$ cat src/rtl/ccff_loader_if.sv
// rtl/ccff_loader_if.sv - bus bundle between a host/chain and the ccff_loader
`timescale 1ns/1ps
interface ccff_loader_if #(
  parameter int WORD_W = 32,
  parameter int LEN_W  = 16
);
  logic              start;
  logic [LEN_W-1:0]  cfg_len;
  logic [WORD_W-1:0] word_in;
  logic              word_valid;
  logic              word_ready;
  logic              ccff_head;
  logic              chain_en;
  logic              ccff_tail;
  logic [WORD_W-1:0] rb_word;
  logic              rb_valid;
  logic              busy;
  logic              done;

  // Host side: issues loads, supplies words, and presents the chain tail.
  modport master (
    output start, cfg_len, word_in, word_valid, ccff_tail,
    input  word_ready, ccff_head, chain_en, rb_word, rb_valid, busy, done
  );

  // Loader side.
  modport slave (
    input  start, cfg_len, word_in, word_valid, ccff_tail,
    output word_ready, ccff_head, chain_en, rb_word, rb_valid, busy, done
  );
endinterface

$ cat src/rtl/ccff_loader.sv
// rtl/ccff_loader.sv - serial config-chain loader with tail readback packer
`timescale 1ns/1ps
module ccff_loader #(
  parameter int WORD_W = 32,
  parameter int LEN_W  = 16
) (
  input  logic         i_prog_clk,
  input  logic         i_prog_reset,
  ccff_loader_if.slave bus
);
  localparam int IDX_W = $clog2(WORD_W + 1);
  localparam logic [IDX_W-1:0] LAST_IDX = IDX_W'(WORD_W - 1);

  typedef enum logic [1:0] {ST_IDLE, ST_FETCH, ST_SHIFT, ST_DONE} state_t;

  state_t            r_state;
  state_t            w_state_nxt;
  logic [LEN_W-1:0]  r_remaining;
  logic [WORD_W-1:0] r_buf;
  logic [IDX_W-1:0]  r_bit_idx;
  logic              r_head;
  logic [WORD_W-1:0] r_rb_buf;
  logic [IDX_W-1:0]  r_rb_cnt;
  logic [WORD_W-1:0] r_rb_word;
  logic              r_rb_valid;

  logic              w_start_load;
  logic              w_accept;
  logic              w_shift;
  logic              w_last_bit;
  logic              w_rb_flush;
  logic [WORD_W-1:0] w_buf_nxt;
  logic [WORD_W-1:0] w_rb_packed;

  assign w_start_load = (r_state == ST_IDLE) && bus.start && (bus.cfg_len != '0);
  assign w_accept     = (r_state == ST_FETCH) && bus.word_valid;
  assign w_shift      = (r_state == ST_SHIFT);
  assign w_last_bit   = (r_remaining == LEN_W'(1));
  assign w_rb_flush   = (r_rb_cnt == LAST_IDX) || w_last_bit;
  assign w_rb_packed  = r_rb_buf | (WORD_W'(bus.ccff_tail) << r_rb_cnt);

  // Shift buffer for the next cycle: fresh word on accept, right shift while shifting.
  always_comb begin
    w_buf_nxt = r_buf;
    if (w_accept) begin
      w_buf_nxt = bus.word_in;
    end else if (w_shift) begin
      w_buf_nxt = r_buf >> 1;
    end
  end

  // Next-state decode; start only matters in IDLE.
  always_comb begin
    w_state_nxt = r_state;
    case (r_state)
      ST_IDLE: begin
        if (bus.start) begin
          w_state_nxt = (bus.cfg_len == '0) ? ST_DONE : ST_FETCH;
        end
      end
      ST_FETCH: begin
        if (bus.word_valid) begin
          w_state_nxt = ST_SHIFT;
        end
      end
      ST_SHIFT: begin
        if (w_last_bit) begin
          w_state_nxt = ST_DONE;
        end else if (r_bit_idx == LAST_IDX) begin
          w_state_nxt = ST_FETCH;
        end
      end
      ST_DONE: w_state_nxt = ST_IDLE;
      default: w_state_nxt = ST_IDLE;
    endcase
  end

  // State register; reset aborts any load and drops chain_en at once.
  always_ff @(posedge i_prog_clk or posedge i_prog_reset) begin
    if (i_prog_reset) begin
      r_state <= ST_IDLE;
    end else begin
      r_state <= w_state_nxt;
    end
  end

  // Bit counters, shift buffer, and the registered head bit that holds across stalls.
  always_ff @(posedge i_prog_clk or posedge i_prog_reset) begin
    if (i_prog_reset) begin
      r_remaining <= '0;
      r_buf       <= '0;
      r_bit_idx   <= '0;
      r_head      <= 1'b0;
    end else begin
      if (w_start_load) begin
        r_remaining <= bus.cfg_len;
      end else if (w_shift) begin
        r_remaining <= r_remaining - LEN_W'(1);
      end
      r_buf <= w_buf_nxt;
      if (w_accept) begin
        r_bit_idx <= '0;
      end else if (w_shift) begin
        r_bit_idx <= r_bit_idx + IDX_W'(1);
      end
      if (w_state_nxt == ST_SHIFT) begin
        r_head <= w_buf_nxt[0];
      end
    end
  end

  // Readback packer: collects the bit leaving the tail on every shift edge,
  // and emits a word when full or when the load ends on a partial word.
  always_ff @(posedge i_prog_clk or posedge i_prog_reset) begin
    if (i_prog_reset) begin
      r_rb_buf   <= '0;
      r_rb_cnt   <= '0;
      r_rb_word  <= '0;
      r_rb_valid <= 1'b0;
    end else begin
      r_rb_valid <= 1'b0;
      if (w_shift) begin
        if (w_rb_flush) begin
          r_rb_word  <= w_rb_packed;
          r_rb_valid <= 1'b1;
          r_rb_buf   <= '0;
          r_rb_cnt   <= '0;
        end else begin
          r_rb_buf <= w_rb_packed;
          r_rb_cnt <= r_rb_cnt + IDX_W'(1);
        end
      end
    end
  end

  assign bus.word_ready = (r_state == ST_FETCH);
  assign bus.chain_en   = (r_state == ST_SHIFT);
  assign bus.busy       = (r_state == ST_FETCH) || (r_state == ST_SHIFT);
  assign bus.done       = (r_state == ST_DONE);
  assign bus.ccff_head  = r_head;
  assign bus.rb_word    = r_rb_word;
  assign bus.rb_valid   = r_rb_valid;
endmodule

$ cat src/flat_wrapper.sv
// flat-port wrapper written by rule: the top's interface ports become plain ports
module ccff_loader_flat 
#(
  parameter int WORD_W = 32,
  parameter int LEN_W  = 16
)
  (i_prog_clk, i_prog_reset, bus_start, bus_cfg_len, bus_word_in, bus_word_valid, bus_ccff_tail, bus_word_ready, bus_ccff_head, bus_chain_en, bus_rb_word, bus_rb_valid, bus_busy, bus_done);
  ccff_loader_if #(.WORD_W(WORD_W), .LEN_W(LEN_W)) bus_i ();
  input  logic i_prog_clk;
  input  logic i_prog_reset;
  input wire logic [$bits(bus_i.start)-1:0] bus_start;
  input wire logic [$bits(bus_i.cfg_len)-1:0] bus_cfg_len;
  input wire logic [$bits(bus_i.word_in)-1:0] bus_word_in;
  input wire logic [$bits(bus_i.word_valid)-1:0] bus_word_valid;
  input wire logic [$bits(bus_i.ccff_tail)-1:0] bus_ccff_tail;
  output wire logic [$bits(bus_i.word_ready)-1:0] bus_word_ready;
  output wire logic [$bits(bus_i.ccff_head)-1:0] bus_ccff_head;
  output wire logic [$bits(bus_i.chain_en)-1:0] bus_chain_en;
  output wire logic [$bits(bus_i.rb_word)-1:0] bus_rb_word;
  output wire logic [$bits(bus_i.rb_valid)-1:0] bus_rb_valid;
  output wire logic [$bits(bus_i.busy)-1:0] bus_busy;
  output wire logic [$bits(bus_i.done)-1:0] bus_done;
  assign bus_i.start = bus_start;
  assign bus_i.cfg_len = bus_cfg_len;
  assign bus_i.word_in = bus_word_in;
  assign bus_i.word_valid = bus_word_valid;
  assign bus_i.ccff_tail = bus_ccff_tail;
  assign bus_word_ready = bus_i.word_ready;
  assign bus_ccff_head = bus_i.ccff_head;
  assign bus_chain_en = bus_i.chain_en;
  assign bus_rb_word = bus_i.rb_word;
  assign bus_rb_valid = bus_i.rb_valid;
  assign bus_busy = bus_i.busy;
  assign bus_done = bus_i.done;
  ccff_loader #(.WORD_W(WORD_W), .LEN_W(LEN_W)) u_core (.i_prog_clk(i_prog_clk), .i_prog_reset(i_prog_reset), .bus(bus_i));
endmodule
$ cat config.mk
export PLATFORM = sky130hd
export DESIGN_NAME = ccff_loader_flat
export DESIGN_NICKNAME = d
export VERILOG_FILES = /design/src/rtl/ccff_loader_if.sv /design/src/rtl/ccff_loader.sv /design/src/flat_wrapper.sv
export SDC_FILE = /design/constraint.sdc
export NUM_CORES = 1
export LEC_CHECK = 0
export CAP_MARGIN = 20
export CORE_MARGIN = 1.5
export CORE_UTILIZATION = 54
export DETAILED_ROUTE_END_ITERATION = 7
export GPL_ROUTABILITY_DRIVEN = 0
export PLACE_DENSITY = 0.91
export SYNTH_ARGS = -nofsm -noshare
export SYNTH_HDL_FRONTEND = slang
export SYNTH_SLANG_ARGS = --single-unit
$ cat constraint.sdc
create_clock -name i_prog_clk -period 4.7 [get_ports i_prog_clk]
set_input_delay 0.47 -clock i_prog_clk [delete_from_list [all_inputs] [get_ports i_prog_clk]]
set_output_delay 0.47 -clock i_prog_clk [all_outputs]
set_load 0.01 [all_outputs]
### Signal wires on met1, run 1

Scale: 4 px per um. Cells faint in the background.
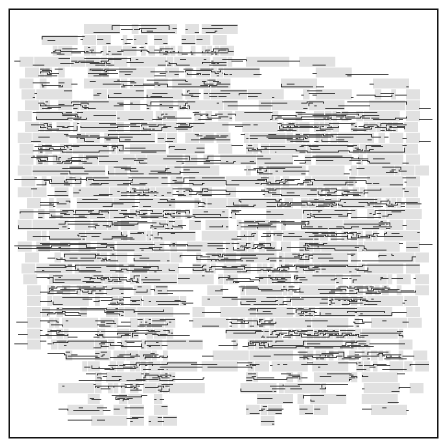
The wires run mostly horizontal. The longest straight run is 19.8 um. The layer holds 42% of the routed length. The layer carries 5340 um of wire. 636 nets have wire on it.
final wirelength: 12.7 mm
met1 Usage GRT: 30.3%
via count: 4645

### Signal wires on met2, run 1

Scale: 4 px per um.
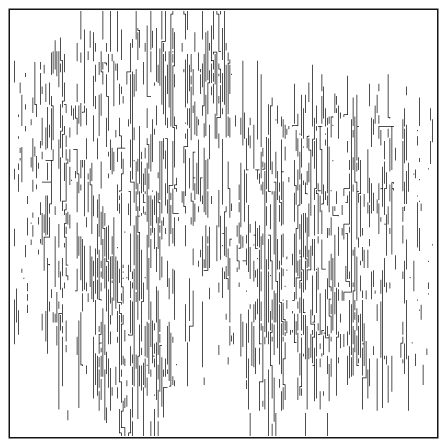
The longest straight run is 43.2 um. The layer holds 51% of the routed length. The layer carries 6410 um of wire.
met2 Use GR: 38.4%

### Metal 3, run 1

Scale: 2 px per um. Cells faint in the background.
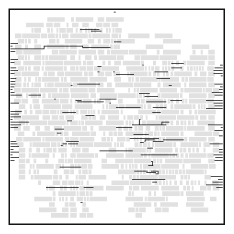
The wires run mostly horizontal. 99 nets have wire on it. The layer carries 619 um of wire.
GRT met3 Usage: 4.98%

==> results_dict.tcl, run 1 <==
# collected from the flow reports
set metrics [dict create \
    sw_frac_of_total_pct 35.2 \
    place_area_sq_um 6750 \
    status "completed" \
    timing.hold.ws_ns 0.473 \
    startpoint_type "flop" \
    final.min_clock_period_ns 3.47 \
    logic_family "simple AND/OR/NAND/NOR gates" \
    ys_cells 600 \
    nets 738 \
    clockPowerShare_pct 27.1 \
    cp.arrival_ns 3.00 \
    clock_buffers 17 \
    crit_required_ns 4.23 \
    regToRegSetupSlack_ns 1.84 \
    synth.cellmix.compoundShare_pct 14.1 \
    logic_area_sq_um 2390 \
    dp_slack_ns 1.84 \
    top_cells_by_area "dfrtp_1, nand2_1, mux2i_1, a21oi_1, o21ai_0" \
    final_hold_viol_count 0 \
    avgSynthCellArea_sq_um 9.69 \
    r2r-end "u_core.bus.ccff_head" \
    seq_area_sq_um 3200 \
    p_comb_mw 1.54 \
    whs_endpoint "u_core.bus.rb_word[21]" \
    post_cts_resized 0 \
    postLayoutCoreUtil_pct 70.6 \
    seq_cell_count 128 \
    rsz0062_at_grt "false" \
    adder_share_pct 1.94 \
    n_all_inverters 9 \
    via_per_inst 5.63 \
    signal_buffers 96 \
    fmax_mhz 288 \
    dp.cells 793 \
    buf_share_pct 12.9 \
    worst-path-max-fanout 35 \
    synth_cells 600 \
    diodes 0 \
    top_area_share_pct 55.1 \
    mux_share_pct 6.28 \
    cell_internal_pwr_mw 3.02 \
    fillers 762 \
    ys_warn_count 0 \
    wl_per_cell_um 15.4 \
    setup_tns_ns 0 \
    fin_crit_sh_pct 73.8 \
    common_cells "dfrtp_1, nand2_1, a21oi_1, o21ai_0, nor2_1" \
    topRoutingLayerUsed "met4" \
    min_path_cells 2 \
    min_from "u_core.bus.rb_word[21]" \
    overflow 0 \
    die_h_um 107 \
    p_per_area_nw_per_um2 637 \
    critPathKind "flop to output pin" \
    post_cts_buffers 0 \
    syn-cell-area_sq_um 5810 \
    endpoint_kind "output pin" \
    die_area_sq_um 11400 \
    hpwl_mm 8.60 \
    first_pass_iters 5 \
    placement.io_buffers 90 \
    synth.most_common_cell "dfrtp_1" \
    maxSlewViolCount 0 \
    slowest_delay_ns 0.66 \
    drv_cap 0 \
    grt_start_max_net_pins 77 \
    synthFlopType "dfrtp_1" \
    worst_r2r_path_depth 8 \
    crit_chain "inv_1 > ha_2 > buf_4 > clkdlybuf4s50_1" \
]
### The metal 4 layer, run 1

Scale: 2 px per um. Cells faint in the background.
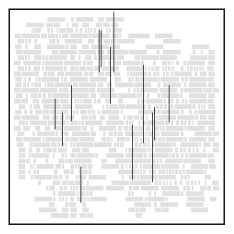

==> run 2, diff against run 1 <==
Settings changed: CORE_UTILIZATION 54 to 49, PLACE_DENSITY 0.91 to 0.88.
Clock period 4.7 ns to 3.1 ns, I/O delays scaled along.
### The metal 4 layer, run 2

Scale: 2 px per um. Cells faint in the background.
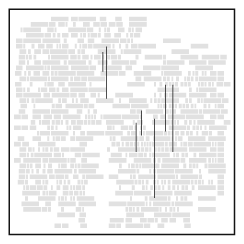
5 nets have wire on it. The layer carries 158 um of wire. The longest straight run is 39.4 um.
via count: 4597
final wirelength: 12.3 mm

### Metal 3, run 2

Scale: 2 px per um. Cells faint in the background.
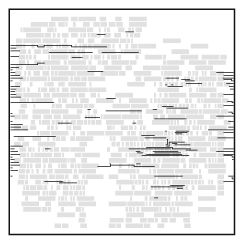
The layer holds 6.2% of the routed length. The longest straight run is 23.5 um. The layer carries 762 um of wire.
GRT met3 Usage: 6.04%

### Signal wires on met2, run 2

Scale: 4 px per um.
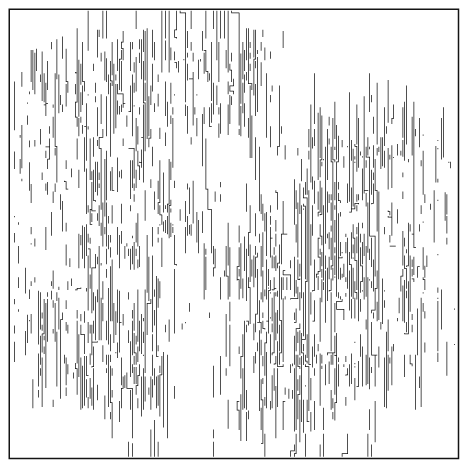
616 nets have wire on it. The longest straight run is 43.5 um.
met2 Use GR: 35.1%

==> run 2 against run 1 <==
  * The flow now finishes with violations (design-rule violations)
  * Synthesized area is the same
  * Critical path type is now flop to flop
  * Register-to-register slack worse by 1.2 ns
  * Largest cell class unchanged
  * First-iteration DRC count up 21%
  * Global-route usage shrank 2.7 points
  * Highest routed layer unchanged
==> results_dict.tcl, run 2 <==
# collected from the flow reports
set metrics [dict create \
    syn-cell-area_sq_um 5810 \
    drc_errors 6 \
    worst_r2r_path_depth 8 \
    setup_tns_ns 0 \
    fillers 932 \
    via_per_inst 5.49 \
    synth.cellmix.compoundShare_pct 14.1 \
    clockPowerShare_pct 26.4 \
    status "complete, but fails checks" \
    grt_start_max_net_pins 129 \
    synth_cells 600 \
    slowest_delay_ns 0.62 \
    place_area_sq_um 6810 \
    top_cells_by_area "dfrtp_1, nand2_1, mux2i_1, a21oi_1, o21ai_0" \
    diodes 0 \
    p_per_area_nw_per_um2 949 \
    crit_chain "inv_1 > ha_1 > or4b_2 > nor4_4 > o21ai_4 > buf_4 > nand2_1 > o21ai_0" \
    die_area_sq_um 12500 \
    clock_buffers 22 \
    r2r-end "u_core.bus.rb_word[21]" \
    crit_required_ns 3.36 \
    regToRegSetupSlack_ns 0.59 \
    worst-path-max-fanout 48 \
    signal_buffers 101 \
    rsz0062_at_grt "false" \
    final.min_clock_period_ns 2.51 \
    logic_family "simple AND/OR/NAND/NOR gates" \
    sw_frac_of_total_pct 34.2 \
    mux_share_pct 6.28 \
    common_cells "dfrtp_1, nand2_1, a21oi_1, o21ai_0, nor2_1" \
    maxSlewViolCount 0 \
    die_h_um 112 \
    synthFlopType "dfrtp_1" \
    fin_crit_sh_pct 80.8 \
    violations "design-rule violations" \
    startpoint_type "flop" \
    overflow 0 \
    dp_slack_ns 0.595 \
    endpoint_kind "flop" \
    seq_cell_count 128 \
    nets 743 \
    hpwl_mm 8.12 \
    wl_per_cell_um 14.7 \
    timing.hold.ws_ns 0.397 \
    ys_warn_count 0 \
]
### Routing congestion map, run 2

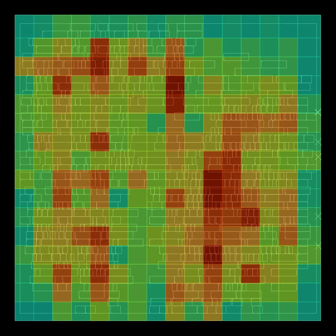

==> run 3, diff against run 2 <==
Settings changed: CORE_UTILIZATION 49 to 54, PLACE_DENSITY 0.88 to 0.91.
Clock period 3.1 ns to 2.6 ns, I/O delays scaled along.
### Routing congestion map, run 3

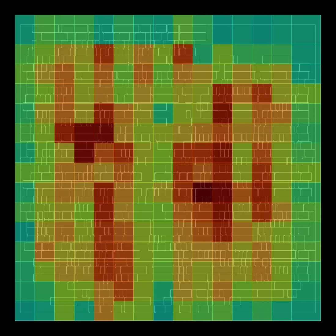
gr busiest metal: met2
drt wl/cell: 15.5 um
Tot GR Track Use: 24.0%
met2 Use GR: 40.9%
Finished Core Util: 71.5%

### Signal wires on met1, run 3

Scale: 4 px per um. Cells faint in the background.
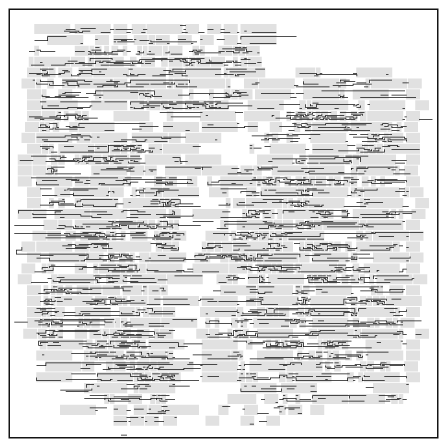
647 nets have wire on it. The longest straight run is 30.8 um. The wires run mostly horizontal.
final wirelength: 12.9 mm
met1 Usage GRT: 28.7%
via count: 4726

### The metal 4 layer, run 3

Scale: 2 px per um. Cells faint in the background.
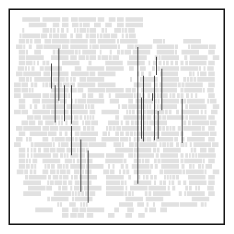
The layer carries 380 um of wire. The layer holds 2.9% of the routed length. The wires run mostly vertical. 16 nets have wire on it.

==> run 3 against run 2 <==
  * The run now ends clean
  * Die size fell by 9.0%
  * Wire length grew 5.1%
  * Sequential power grew about 20%
  * Power grew 21%
  * Register-to-register slack lost 0.46 ns
  * Highest routed layer unchanged
  * Largest cell class unchanged
  * Maximum frequency increased by 1.5%
  * Global-route usage rose by 3.1 points
  * Clock skew increased by 0.0030 ns
  * Critical path depth down 1
  * Via count grew 2.8%
==> results_dict.tcl, run 3 <==
# collected from the flow reports
set metrics [dict create \
    n_all_inverters 9 \
    signal_buffers 106 \
    common_cells "dfrtp_1, nand2_1, a21oi_1, o21ai_0, nor2_1" \
    adder_share_pct 1.94 \
    sw_frac_of_total_pct 35.4 \
    synth_cells 600 \
    topRoutingLayerUsed "met4" \
    placement.io_buffers 90 \
    dp_slack_ns 0.177 \
    top_area_share_pct 55.1 \
    via_per_inst 5.67 \
    crit_required_ns 3.00 \
    maxSlewViolCount 0 \
    grtUsageMet3_pct 5.47 \
    fillers 714 \
    nets 748 \
    r2r-end "u_core.bus.ccff_head" \
    rsz0062_at_grt "false" \
    mux_share_pct 6.28 \
    seq_area_sq_um 3200 \
    post_cts_buffers 0 \
    setup_tns_ns 0 \
    grt_start_max_net_pins 65 \
    logic_family "simple AND/OR/NAND/NOR gates" \
    fin_crit_sh_pct 95.0 \
    fmax_mhz 405 \
    drc_errors 0 \
    diodes 0 \
    synth.most_common_cell "dfrtp_1" \
    clockPowerShare_pct 26.1 \
    ys_warn_count 0 \
    hpwl_mm 8.39 \
    cell_internal_pwr_mw 5.47 \
    drv_cap 0 \
    ys_cells 600 \
    slowest_delay_ns 0.61 \
    worst-path-max-fanout 6 \
    top_cells_by_area "dfrtp_1, nand2_1, mux2i_1, a21oi_1, o21ai_0" \
    endpoint_kind "flop" \
    die_h_um 107 \
    p_comb_mw 2.89 \
    synth.cellmix.compoundShare_pct 14.1 \
    cp.arrival_ns 2.87 \
    critPathKind "flop to flop" \
    crit_chain "inv_1 > ha_1 > nor2_1 > or4b_2 > a22oi_1 > nor3_2 > mux2_2" \
    avgSynthCellArea_sq_um 9.69 \
    status "completed" \
    dp.cells 802 \
    startpoint_type "flop" \
    synthFlopType "dfrtp_1" \
    first_pass_iters 5 \
    post_cts_resized 0 \
    cp_slowest_cell "or4b_2" \
    final.min_clock_period_ns 2.47 \
    logic_area_sq_um 2390 \
    regToRegSetupSlack_ns 0.13 \
    worst_r2r_path_depth 7 \
]
Power and IR drop assume default switching activity.
